==> src/rtl/parameters_expander_pkg.sv <==
// Shared widths, packed-word layouts and field offsets for the parameter
// rounder/expander pair.
package parameters_expander_pkg;

    localparam int PHIWIDTH = 14;
    localparam int DWIDTH   = 11;
    localparam int CWIDTH   = 10;
    localparam int CNTWIDTH = 16;

    localparam int RND_WIDTH  = PHIWIDTH + DWIDTH + CWIDTH - 3;
    localparam int FULL_WIDTH = PHIWIDTH + DWIDTH + CWIDTH;

    // Rounded layout {phi, c_sm, d_sm}, d in the LSBs.
    localparam int RND_D_LSB   = 0;
    localparam int RND_C_LSB   = DWIDTH - 1;
    localparam int RND_PHI_LSB = RND_C_LSB + CWIDTH - 1;

    // Full layout {phi, c, d}, d in the LSBs.
    localparam int FULL_D_LSB   = 0;
    localparam int FULL_C_LSB   = DWIDTH;
    localparam int FULL_PHI_LSB = DWIDTH + CWIDTH;

    typedef struct packed {
        logic [PHIWIDTH-1:0] phi;
        logic [CWIDTH-1:0]   c;
        logic [DWIDTH-1:0]   d;
    } full_word_t;

endpackage

==> src/rtl/parameters_expander_sm_expand.sv <==
// Restores a W-1 bit sign-magnitude field to a W-bit two's-complement value
// at twice the magnitude, flagging the negative-zero code.
module parameters_expander_sm_expand #(
    parameter int W = 11
) (
    input  logic [W-2:0] sm,
    output logic [W-1:0] value,
    output logic         negzero
);

    logic         sign;
    logic [W-1:0] m2;

    assign sign    = sm[W-2];
    assign m2      = {1'b0, sm[W-3:0], 1'b0};
    // Negating zero gives zero, so the negative-zero code expands to 0 for free.
    assign value   = sign ? -m2 : m2;
    assign negzero = sign && (sm[W-3:0] == '0);

endmodule

==> src/rtl/parameters_expander.sv <==
// Two-stage valid/ready expander from rounded {phi, c_sm, d_sm} words to
// full-width {phi, c, d}. Optional negative-zero counter: PARAMETERS_EXPANDER_NEGZERO_CNT_EN.
module parameters_expander #(
    parameter int PHIWIDTH = parameters_expander_pkg::PHIWIDTH,
    parameter int DWIDTH   = parameters_expander_pkg::DWIDTH,
    parameter int CWIDTH   = parameters_expander_pkg::CWIDTH,
    parameter int CNTWIDTH = parameters_expander_pkg::CNTWIDTH
) (
    input  logic                                 clock,
    input  logic                                 reset,
    input  logic [PHIWIDTH+DWIDTH+CWIDTH-4:0]    in_data,
    input  logic                                 in_valid,
    output logic                                 in_ready,
    output logic [PHIWIDTH+DWIDTH+CWIDTH-1:0]    out_data,
    output logic                                 out_valid,
    input  logic                                 out_ready,
    output logic [CNTWIDTH-1:0]                  word_count
`ifdef PARAMETERS_EXPANDER_NEGZERO_CNT_EN
    ,
    output logic [CNTWIDTH-1:0]                  negzero_count
`endif
);

    localparam int IN_W  = PHIWIDTH + DWIDTH + CWIDTH - 3;
    localparam int C_LSB = DWIDTH - 1;

    // Handshake: a word moves on a cycle where valid & ready are both high;
    // a producer holds valid and data steady until that cycle; ready never
    // depends on the same port's valid.
    logic            s1_valid;
    logic [IN_W-1:0] s1_data;
    logic            s2_adv;

    logic [DWIDTH-1:0] d_full;
    logic [CWIDTH-1:0] c_full;
    logic              d_negzero;
    logic              c_negzero;

    assign s2_adv   = !out_valid || out_ready;
    assign in_ready = !s1_valid || s2_adv;

    parameters_expander_sm_expand #(.W(DWIDTH)) u_expand_d (
        .sm      (s1_data[DWIDTH-2:0]),
        .value   (d_full),
        .negzero (d_negzero)
    );

    parameters_expander_sm_expand #(.W(CWIDTH)) u_expand_c (
        .sm      (s1_data[C_LSB +: CWIDTH-1]),
        .value   (c_full),
        .negzero (c_negzero)
    );

    always_ff @(posedge clock or negedge reset) begin
        if (!reset) begin
            s1_valid  <= 1'b0;
            s1_data   <= '0;
            out_valid <= 1'b0;
            out_data  <= '0;
        end else begin
            if (in_ready) begin
                s1_valid <= in_valid;
                if (in_valid) begin
                    s1_data <= in_data;
                end
            end
            if (s2_adv) begin
                out_valid <= s1_valid;
                if (s1_valid) begin
                    out_data <= {s1_data[IN_W-1 -: PHIWIDTH-1], 1'b0, c_full, d_full};
                end
            end
        end
    end

    always_ff @(posedge clock or negedge reset) begin
        if (!reset) begin
            word_count <= '0;
        end else if (out_valid && out_ready) begin
            word_count <= word_count + CNTWIDTH'(1);
        end
    end

`ifdef PARAMETERS_EXPANDER_NEGZERO_CNT_EN
    logic s2_nz_d;
    logic s2_nz_c;

    // Flags travel with the word in stage 2 so the count tracks output transfers.
    always_ff @(posedge clock or negedge reset) begin
        if (!reset) begin
            s2_nz_d       <= 1'b0;
            s2_nz_c       <= 1'b0;
            negzero_count <= '0;
        end else begin
            if (s2_adv && s1_valid) begin
                s2_nz_d <= d_negzero;
                s2_nz_c <= c_negzero;
            end
            if (out_valid && out_ready && (s2_nz_d || s2_nz_c) && (negzero_count != '1)) begin
                negzero_count <= negzero_count + CNTWIDTH'(1);
            end
        end
    end
`endif

endmodule

==> config.mk <==
export PLATFORM = sky130hd
export DESIGN_NAME = parameters_expander
export DESIGN_NICKNAME = d
export VERILOG_FILES = /design/src/rtl/parameters_expander_pkg.sv /design/src/rtl/parameters_expander_sm_expand.sv /design/src/rtl/parameters_expander.sv
export SDC_FILE = /design/constraint.sdc
export NUM_CORES = 1
export LEC_CHECK = 0
export ABC_AREA = 1
export CAP_MARGIN = 20
export CORE_MARGIN = 2
export CORE_UTILIZATION = 45
export CTS_CLUSTER_DIAMETER = 120
export DETAILED_ROUTE_END_ITERATION = 16
export GPL_ROUTABILITY_DRIVEN = 0
export GPL_TIMING_DRIVEN = 0
export PLACE_DENSITY = 0.76
export SYNTH_ARGS = -nofsm -noshare
export SYNTH_HDL_FRONTEND = slang
export SYNTH_SLANG_ARGS = --single-unit
==> constraint.sdc <==
create_clock -name clock -period 1.15 [get_ports clock]
set_input_delay 0.2875 -clock clock [delete_from_list [all_inputs] [get_ports clock]]
set_output_delay 0.2875 -clock clock [all_outputs]
set_load 0.01 [all_outputs]
==> flow_summary.rst <==
Run summary
-----------

.. list-table::
   :header-rows: 1

   * - Metric
     - Value
   * - Run status
     - finished, violations left
   * - Violated checks
     - negative setup slack
   * - Final-report setup violation count
     - 130
   * - Buffers on Ports
     - 84
   * - Fraction of final layout cells with drive strength greater than 1
     - 0.410
   * - Clock tree from TritonCTS
     - done
   * - Endpoint of the most critical register-to-register path
     - s1_data[12]$_DFFE_PN0P_
   * - CP max-delay cell
     - sky130_fd_sc_hd__dlygate4sd2_1
   * - Arr. time, crit path
     - 1.14 ns
   * - Full die area
     - 8960 um^2
   * - FILL cells
     - 563
   * - FA/HA/MAJ Cells, Area Fraction
     - 0.0101
   * - Post-synthesis area per instance
     - 8.30 um^2
   * - Beginning of the critical path
     - out_ready
   * - Number of cell instances after yosys synthesis
     - 446
   * - Cell type with the largest total area
     - sky130_fd_sc_hd__dfrtp_1
   * - CTS max path bufs
     - 2
   * - Share of the cycle needed by the critical path after routing
     - 1.24
   * - Number of distinct standard cells referenced by the synthesized netlist
     - 23
   * - Remaining antenna violation count after routing
     - 0
   * - AO/OA Area Share
     - 0.0419
   * - Largest stage delay on the critical path
     - 0.33 ns
   * - Sequential share of the synthesized area
     - 0.555
   * - Required time reported for the critical path endpoint
     - 0.86 ns
   * - Final Hold Viols
     - 0
   * - Cell leakage power
     - 3.03 nW
   * - Cell area after placement
     - 4760 um^2
   * - Simple Share, Synth
     - 0.295
   * - Number of global-route vias before repair
     - 3473
   * - Synth Flop Type
     - sky130_fd_sc_hd__dfrtp_1
   * - Class of the worst hold path
     - in -> reg
   * - Overflow left after global routing
     - 0
   * - Nature of the critical path startpoint
     - input port
   * - Worst reg-to-reg setup slack
     - -0.24 ns
   * - Min setup slack post-route
     - -0.273 ns
   * - Average detailed-routed wire length per instance
     - 16.6 um
   * - Worst Setup End Kind
     - output port
   * - Residual DRC count
     - 0
   * - Global router's overall resource usage
     - 0.243
   * - Number of enable-type register cells in the synthesized netlist
     - 0
   * - Xor/xnor share of the synthesized area
     - 0.0260
   * - Final slew viol count
     - 0
   * - DP HPWL
     - 6360 um
   * - Worst slack at placement
     - -1.10 ns
   * - Register bit count reported by yosys
     - 82
   * - Pin count of the biggest net entering global routing
     - 50
   * - Height of the die
     - 94.7 um
==> report_power, final <==
group,internal [W],switching [W]
Combinational,0.00231,0.00223
Sequential,0.00355,0.000497
Clock,0.00124,0.00116
==> registers in the layout, indices dropped and copies added, names as in the netlist <==
name and flops:
out_data 32, out_valid 1, s1_valid 1, word_count 16, s1_data 32
==> final cells by class <==
class	count	area, um^2	share of cell area
clock buffers	9	124	0.0207
inverters	34	143	0.0239
repair buffers	163	1400	0.235
plain buffers	18	176	0.0295
multi-input cells	312	1840	0.308
well taps	105	131	0.0220
flip-flops and latches	82	2050	0.344
clock inverters	7	101	0.0170
==> repair_timing <==
item | in CTS | in global routing
cloned | 3 | 2
buffers inserted | 44 | 28
setup endpoints to repair | 128 | 170
resized | 248 | 119
endpoints found under the hold margin | 33 | 0
hold buffers | 1 | 0
pin swaps | 17 | 47
==> per-stage QoR <==
stage	utilization	cells	setup TNS [ns]
5_1_grt	0.738	730	-17.14
2_1_floorplan	-	448	-0.146
6_report	0.738	730	-12.43
4_1_cts	0.657	702	-11.24
3_5_place_dp	0.588	638	-50.36
3_3_place_gp	0.585	637	-304.04
==> worst max path at each step <==
stage,endpoint,slack (ns),depth (start not counted)
6_report,in_ready,-0.27,5
5_1_grt,word_count[9]$_DFFE_PN0P_,-0.30,7
4_1_cts,in_ready,-0.26,3
3_5_place_dp,in_ready,-1.10,5
3_3_place_gp,out_valid$_DFFE_PN0P_,-3.43,1
2_1_floorplan,word_count[12]$_DFFE_PN0P_,-0.05,6
==> metal layers <==
| layer | track usage | part of all wire |
|---|---|---|
| met5 | 0 | 0 |
| met4 | 0.105 | 0.032 |
| met3 | 0.0479 | 0.056 |
| met2 | 0.401 | 0.51 |
| met1 | 0.313 | 0.40 |
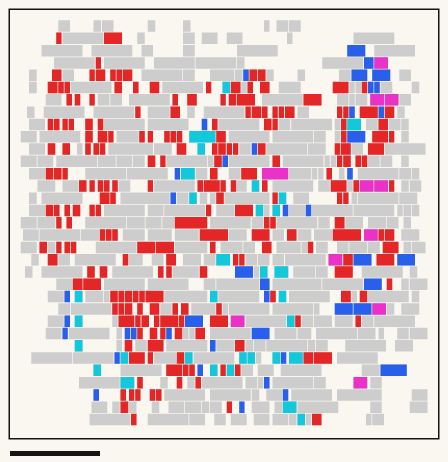
Fig. 1. Selected gate families.
The bar under the picture is 20 um long.
red -> NAND gates  # cells 220, where widely spread
blue -> NOR gates  # cells 43, where widely spread
magenta -> XOR/XNOR gates  # cells 11
cyan -> inverting AOI/OAI gates  # cells 31

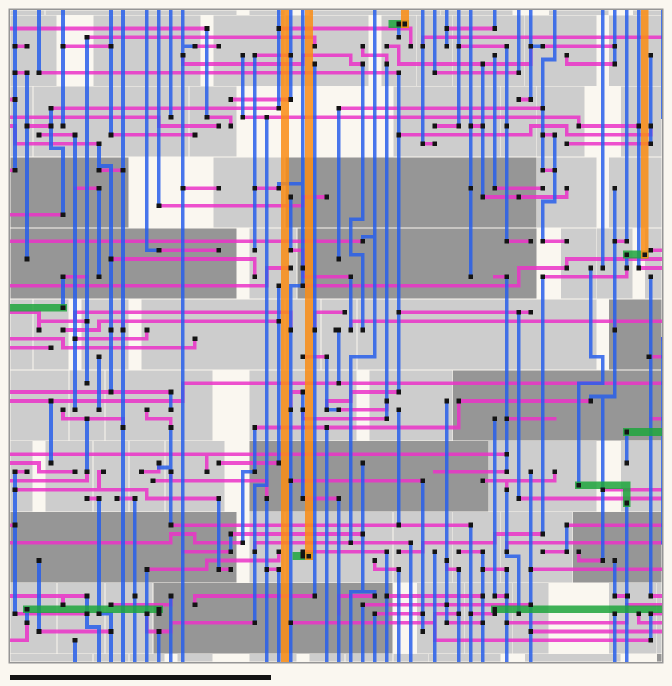
Fig. 2. Close-up of the layout.
The bar under the picture is 10 um long. Region (35, 16) to (60, 41) um. Cells in gray, sequential cells in the stronger gray; small squares are vias.
green -> met3
blue -> met2
orange -> met4
magenta -> met1
sequential cells in the window = 7
netlist names of flops here include = s1_data (4), out_data (2)
most frequent = nand2_1 (7), buf_4 (6)
cells with their middle in the window = 55

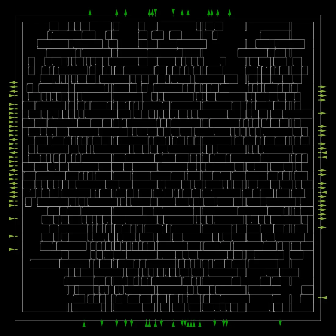
Fig. 3. Placement view.
number of well-tap cells placed: 105
flop share of the area: 0.344
final instance count without filler cells: 730
final core area utilization: 0.738
# rows: 33

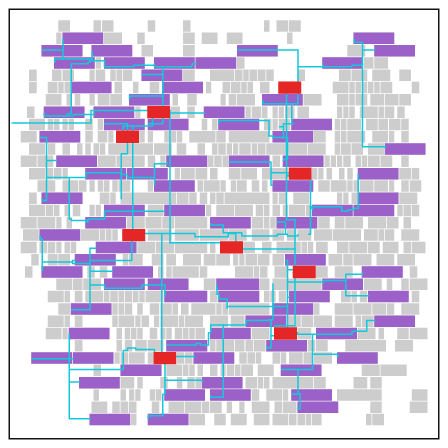
Fig. 4. Routed clock nets over the placement.
red -> cells driving clock nets  # count 9
purple -> flip-flops  # count 82
cyan -> clock wires  # length 1060 um
flops lie = widely spread
setup skew after layout: 0.00932 ns
power drawn by the clock network: 0.00240 W
clock power share: 0.218
clock insertion delay at the later pin of the skew report: 0.36 ns

Power figures rest on the tool's default switching activity, not on a simulated workload.
